===== src/rtl/ahb_slave_interface.sv =====
// AHB slave front end of the AHB-to-APB bridge.
// Qualifies address phases, decodes the APB peripheral window, pipelines
// address/data/direction for the APB FSM, and produces the two-cycle ERROR
// response for illegal transfers.
module ahb_slave_interface #(
  parameter logic [31:0] SLV0_BASE = 32'h8000_0000,
  parameter logic [31:0] SLV1_BASE = 32'h8400_0000,
  parameter logic [31:0] SLV2_BASE = 32'h8800_0000,
  parameter int unsigned WIN_BITS  = 26,
  parameter int unsigned ERRCNT_W  = 8
) (
  input  logic                Hclk,
  input  logic                Hreset,
  input  logic                Hwrite,
  input  logic                Hreadyin,
  input  logic [1:0]          Htrans,
  input  logic [2:0]          Hsize,
  input  logic [31:0]         Haddr,
  input  logic [31:0]         Hwdata,
  input  logic [31:0]         Prdata,
  input  logic                Hreadyout_apb,
  output logic                valid,
  output logic [2:0]          tempselx,
  output logic [31:0]         Haddr1,
  output logic [31:0]         Haddr2,
  output logic [31:0]         Hwdata1,
  output logic [31:0]         Hwdata2,
  output logic                Hwritereg,
  output logic [31:0]         Hrdata,
  output logic [1:0]          Hresp,
  output logic                Hreadyout,
  output logic [ERRCNT_W-1:0] err_count
);

  localparam logic [1:0] ST_OKAY = 2'd0;
  localparam logic [1:0] ST_ERR1 = 2'd1;
  localparam logic [1:0] ST_ERR2 = 2'd2;

  localparam logic [1:0] RESP_OKAY  = 2'b00;
  localparam logic [1:0] RESP_ERROR = 2'b01;

  localparam logic [ERRCNT_W-1:0] ErrMax = {ERRCNT_W{1'b1}};
  localparam logic [ERRCNT_W-1:0] ErrOne = {{(ERRCNT_W-1){1'b0}}, 1'b1};

  logic [1:0] state_q, state_d;
  logic       active;
  logic       size_bad;
  logic       illegal;

  // Htrans[0] only separates NONSEQ/SEQ and IDLE/BUSY; activity is Htrans[1].
  logic unused_htrans0;
  assign unused_htrans0 = Htrans[0];

  // Peripheral window decode on the upper address bits.
  always_comb begin
    tempselx = 3'b000;
    if (Haddr[31:WIN_BITS] == SLV0_BASE[31:WIN_BITS]) begin
      tempselx = 3'b001;
    end else if (Haddr[31:WIN_BITS] == SLV1_BASE[31:WIN_BITS]) begin
      tempselx = 3'b010;
    end else if (Haddr[31:WIN_BITS] == SLV2_BASE[31:WIN_BITS]) begin
      tempselx = 3'b100;
    end
  end

  // Transfer qualification: unmapped, oversize or misaligned phases are illegal.
  always_comb begin
    active   = Htrans[1];
    size_bad = (Hsize > 3'b010) ||
               ((Hsize == 3'b001) && Haddr[0]) ||
               ((Hsize == 3'b010) && (Haddr[1:0] != 2'b00));
    illegal  = active && Hreadyin && ((tempselx == 3'b000) || size_bad);
    valid    = active && Hreadyin && !illegal && (state_q == ST_OKAY);
  end

  // Error FSM next state; an illegal phase during ERR2 starts a new sequence.
  always_comb begin
    state_d = state_q;
    unique case (state_q)
      ST_OKAY: state_d = illegal ? ST_ERR1 : ST_OKAY;
      ST_ERR1: state_d = ST_ERR2;
      ST_ERR2: state_d = illegal ? ST_ERR1 : ST_OKAY;
      default: state_d = ST_OKAY;
    endcase
  end

  // Bus response mux: FSM ready when OKAY, two-cycle ERROR otherwise.
  always_comb begin
    Hreadyout = Hreadyout_apb;
    Hresp     = RESP_OKAY;
    unique case (state_q)
      ST_ERR1: begin
        Hreadyout = 1'b0;
        Hresp     = RESP_ERROR;
      end
      ST_ERR2: begin
        Hreadyout = 1'b1;
        Hresp     = RESP_ERROR;
      end
      default: begin
        Hreadyout = Hreadyout_apb;
        Hresp     = RESP_OKAY;
      end
    endcase
  end

  // Error state register and saturating error counter.
  always_ff @(posedge Hclk or posedge Hreset) begin
    if (Hreset) begin
      state_q   <= ST_OKAY;
      err_count <= '0;
    end else begin
      state_q <= state_d;
      if ((state_d == ST_ERR1) && (err_count != ErrMax)) begin
        err_count <= err_count + ErrOne;
      end
    end
  end

  // Address/data/direction pipeline; advances only on completed phases.
  always_ff @(posedge Hclk or posedge Hreset) begin
    if (Hreset) begin
      Haddr1    <= '0;
      Haddr2    <= '0;
      Hwdata1   <= '0;
      Hwdata2   <= '0;
      Hwritereg <= 1'b0;
    end else if (Hreadyin) begin
      Haddr1    <= Haddr;
      Haddr2    <= Haddr1;
      Hwdata1   <= Hwdata;
      Hwdata2   <= Hwdata1;
      Hwritereg <= Hwrite;
    end
  end

  // Read data passes straight through from the APB side.
  always_comb begin
    Hrdata = Prdata;
  end

endmodule


===== config.mk =====
export PLATFORM = sky130hd
export DESIGN_NAME = ahb_slave_interface
export DESIGN_NICKNAME = d
export VERILOG_FILES = /design/src/rtl/ahb_slave_interface.sv
export SDC_FILE = /design/constraint.sdc
export NUM_CORES = 1
export LEC_CHECK = 0
export CORE_ASPECT_RATIO = 1.2
export CORE_MARGIN = 8
export CORE_UTILIZATION = 36
export DETAILED_ROUTE_END_ITERATION = 7
export PLACE_DENSITY = 0.85
export SETUP_SLACK_MARGIN = 0.02
export SYNTH_ARGS = -nofsm -noshare
export SYNTH_HDL_FRONTEND = slang
export SYNTH_SLANG_ARGS = --single-unit

===== constraint.sdc =====
create_clock -name Hclk -period 4.6 [get_ports Hclk]
set_clock_uncertainty 0.05 [all_clocks]
set_input_delay 0.92 -clock Hclk [delete_from_list [all_inputs] [get_ports Hclk]]
set_output_delay 0.92 -clock Hclk [all_outputs]
set_load 0.02 [all_outputs]

==> flow_summary_export.csv, run 1 <==
group,metric,value,unit
critical_path,critPathLaunchType,"primary input",
timing,final.setup.tns,0,ns
critical_path,max_stage_delay,0.63,ns
synth,synth_cell_type_count,28,
die,dieArea,0.0198,mm2
clock_tree,clk_pin_slew,0.06,ns
clock_tree,holdBufCountCts,0,
die,die_x,130,um
synth,yosysTopAreaCellShare,62.3,%
pwr,power_density,474,mW/mm2
die,coreArea,0.0154,mm2
clock_tree,ctsResizeCount,0,
min_path,hold_depth,1,
detailed_routing,drtIter0Drc,95,
clock_tree,cts_tree,"yes",
critical_path,r2r-start,"state_q[0]",
synth,synthAoiAreaFrac,0.560,%
synth,yosys_warnings,0,
global_routing,grt_max_degree,140,
critical_path,critical_path_buf_inv_count,2,
timing,finalClockPeriodUsage,87.6,%
global_routing,grt_pass1_vias,4004,
cells_and_area,diodes,0,
timing,slew_headroom,45.4,%
min_path,holdCritStartpoint,"Hwdata2[24]",
outcome,outcome,"finished clean",
critical_path,cp.depth,5,
die,rows,50,
critical_path,r2r_end,"err_count[5]",
synth,ys_area,0.00559,mm2
clock_tree,htree_levels,4,
critical_path,arrival,3.06,ns
critical_path,worst_setup_path_end_kind,"output pin",
timing,setup_viol,0,
synth,ys_sh_mux,26.6,%
critical_path,crit_family,"buffers and inverters",
synth,synth_nets,471,
die,fp_util,36.3,%
critical_path,crit_type,"in -> out",
critical_path,worstSetupEndpoint,"valid",
synth,yosys.area_share.simple,2.60,%
critical_path,required,3.63,ns
critical_path,r2r_setup_slack,2.69,ns
synth,fa_ha_area_share,1.12,%
min_path,worst_hold_path_type,"reg -> reg",
synth,ys_seq_share,62.3,%
critical_path,cp_max_fo,4,
clock_tree,insertion_delay,0.40,ns
timing,maxSlewViolCount,0,
run 1: cell type report:
cell class                      instances  area, um2  share of cell area [%]
Clock buffer                           23        488                    5.80
Multi-Input combinational cell        169       1780                    21.2
Inverter                                3       15.0                   0.178
Tap cell                              208        260                    3.09
Clock inverter                          9        206                    2.45
Sequential cell                       139       3480                    41.3
Timing Repair Buffer                  218       2180                    26.0
run 1: power by group:
part / internal [uW] / switching, uW
combinational: 476 / 415
sequential: 1390 / 122
clock: 1080 / 504
run 1: stage by stage:
step | area (um2) | total power [uW] | hold slack [ns]
finish | 8410 | 3990 | 0.451
CTS | 8410 | 4040 | 0.457
floorplan | 5590 | 1980 | 0.499
global placement | 7720 | 2400 | 0.438
detailed placement | 7720 | 2440 | 0.445
global route | 8410 | 4150 | 0.472
run 1: sequential cells by signal, indices dropped and copies added, names as in the netlist:
signal and cells:
Hwdata1 32, Hwdata2 32, err_count 8, Haddr2 32, Hwritereg 1, Haddr1 32, state_q 2
run 1: cells in the mapped netlist:
master and number:
a211o_1 1, a21o_1 2, and2_2 1, and3_1 2, and4_1 1, and4_4 1
and4b_1 1, buf_4 33, buf_6 1, clkbuf_1 15, conb_1 1, dfrtp_1 139
ha_1 5, inv_1 3, mux2_2 132, nand2_1 1, nand2b_1 1, nand3_1 2
nand4_1 3, nand4b_1 1, nor2_1 2, nor3_1 1, nor3b_1 2, o211ai_1 1
or3_1 1, or4b_4 1, xnor2_1 4, xor2_1 2
run 1: metal layers:
layer  vias up  GRT usage, %  wire length (um)  share of wire, %
met2       139          26.9              7970                55
met5         -             0                 0                 0
li1       1595             -                 -                 -
met3        43          4.97              1020               7.0
met1      1798          14.1              4950                34
met4         0          7.65               546               3.8
Run 1, I/O nets highlighted:
The bar under the picture is 50 um long.
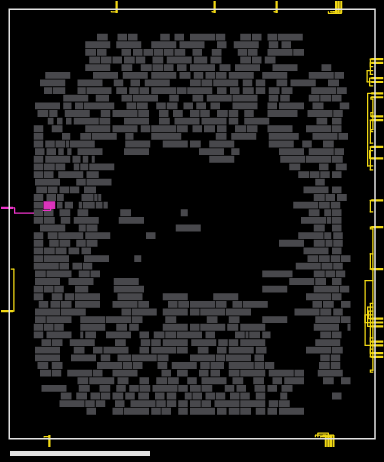
| port | colour | bits | direction | end cells | wire |
|---|---|---|---|---|---|
| Hreadyout_apb | magenta | 1 | input | 1 | 14.4 um |
| Hrdata | yellow | 32 | output | 0 | 300 um |
I/O Buffers: 215
I/O pin count: 282

Run 1, supply network:
The bar under the picture is 50 um long. Pins as bars on the die edge.
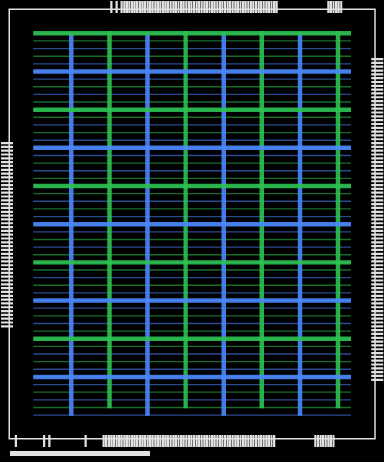
| net | colour |
|---|---|
| VDD | green |
| VSS | blue |
met1 rails: 51
met5 straps: 10
rows: 50
met4 straps: 8

Run 1, track usage over the die:
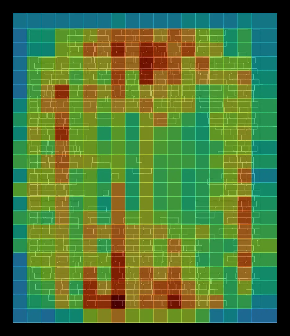
GRT busiest layer: met2
M1 GR Usage: 14.1%
GRT Util Overall: 14.7%

Run 1, placed cells, one colour a class:
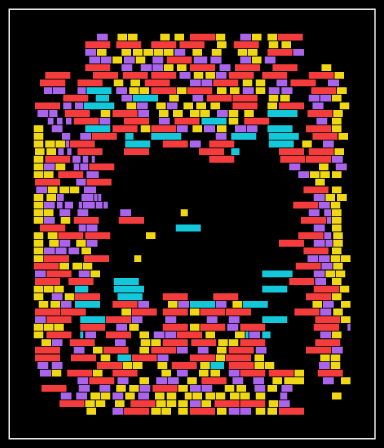
| class | colour | cells | share of their area |
|---|---|---|---|
| clock drivers and dummy loads | cyan | 32 | 8.5% |
| combinational and other logic | purple | 172 | 22% |
| sequential cells | red | 139 | 43% |
| remaining buffers and delay cells | yellow | 218 | 27% |

--- run 2 (diff from run 1) ---
Settings changed: REMOVE_ABC_BUFFERS from default to 1.
Run 2, cell density map:
The bar under the picture is 50 um long. The die is cut into 13 by 15 equal tiles; black is low, pale yellow is high, 0 to 100% covered.
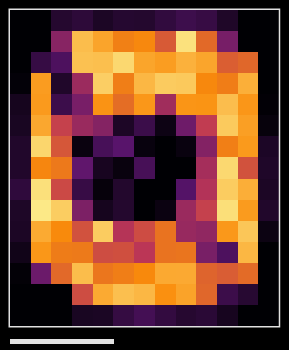
densest ninth of the die: north
tiles over 75% full: 26%
mean over tiles: 41%
nearly empty tiles: 17%
emptiest ninth of the die: centre
Core Util, Final: 54.3%
Core Density at Floorplan: 36.3%
core area: 0.0154 mm2

Run 2, track usage over the die:
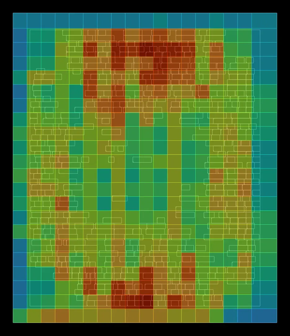
M1 GR Usage: 15.6%
DR WL/cell: 19.9 um
met3 usage: 9.00%
GRT Util Overall: 15.6%
GRT met2 Usage: 25.8%

==> flow_summary_export.csv, run 2 <==
group,metric,value,unit
clock_tree,cts_tree,"yes",
die,die_x,130,um
synth,postSynth.asyncResetShare,100,%
clock_tree,ctsResizeCount,0,
synth,yosysTopAreaCellShare,62.3,%
place,place_area,0.00772,mm2
synth,yosys_warnings,0,
pwr,p_int,2830,uW
timing,maxSlewViolCount,0,
critical_path,max_stage_delay,0.63,ns
cells_and_area,finalInstanceArea,0.00836,mm2
critical_path,worst_setup_path_end_kind,"output pin",
critical_path,crit_family,"buffers and inverters",
synth,ys_area,0.00559,mm2
pwr,power_frac_comb,23.1,%
timing,setup_viol,0,
pwr,power_density,461,mW/mm2
synth,netlist_top_cells_count,"dfrtp_1, mux2_2, buf_4",
pwr,switching_share,26.7,%
pwr,power,3860,uW
global_routing,grt-busiest-layer,"met2",
critical_path,cp_max_fo,4,
critical_path,required,3.63,ns
clock_tree,htree_levels,4,
global_routing,grt_max_degree,84,
critical_path,arrival,3.00,ns
die,rows,50,
die,io_pins,282,
clock_tree,clk_pin_slew,0.05,ns
outcome,outcome,"finished clean",
critical_path,critical_path_buf_inv_count,2,
clock_tree,holdBufCountCts,0,
synth,ys_seq_share,62.3,%
pwr,p_clk_share,37.8,%
global_routing,grt_pass1_vias,3982,
min_path,worst_hold_path_type,"reg -> reg",
detailed_routing,drtIter0Drc,111,
min_path,holdCritStartpoint,"err_count[5]",
==> run 2: logic make-up after synthesis <==
logic type	share of synthesized area (%)
compound gates	0.560
xor+xnor	0.941
flops	62.3
mux	26.6
fa+ha+maj	1.12
other cells	0.0671
buf+inv	5.85
simple gates	2.60
==> run 2: power by group through the flow <==
stage	combinational, uW	clock, uW	sequential, uW
2_1_floorplan	203	0	1720
3_3_place_gp	885	0	1520
3_5_place_dp	903	0	1530
4_1_cts	907	1500	1510
5_1_grt	935	1560	1530
6_report	891	1460	1510
==> run 2: metrics by stage <==
step,utilization (%),worst slack (ns),hold WS [ns]
2_1_floorplan,-,-0.0945,0.499
3_3_place_gp,50.2,0.672,0.437
3_5_place_dp,50.2,0.620,0.436
4_1_cts,54.3,0.621,0.442
5_1_grt,54.3,0.583,0.469
6_report,54.3,0.633,0.438
==> run 2: final timing paths <==
check,to,slack (ns),cells past startpoint
min in group asynchronous,Haddr1[8],0.96,2
min reg2reg,err_count[5],0.44,1
max reg2reg,err_count[1],2.78,6
max in group asynchronous,Haddr2[13],2.77,3
max,valid,0.63,5
min,err_count[5],0.44,1
==> run 2: layer usage <==
metal	vias up	wire length (um)	share of wire, %
li1	1601	-	-
met1	1779	5420	35
met2	176	7670	50
met3	29	1740	11
met4	0	442	2.9
met5	-	0	0
==> run 2: cell type report <==
type / count / area (um2) / area share (%)
Sequential cell: 139 / 3480 / 41.6
Timing Repair Buffer: 218 / 2180 / 26.1
Multi-Input combinational cell: 169 / 1780 / 21.3
Clock buffer: 21 / 480 / 5.74
Tap cell: 208 / 260 / 3.11
Clock inverter: 10 / 163 / 1.94
Inverter: 3 / 16.3 / 0.194
Power is estimated from default activity; no workload was simulated.
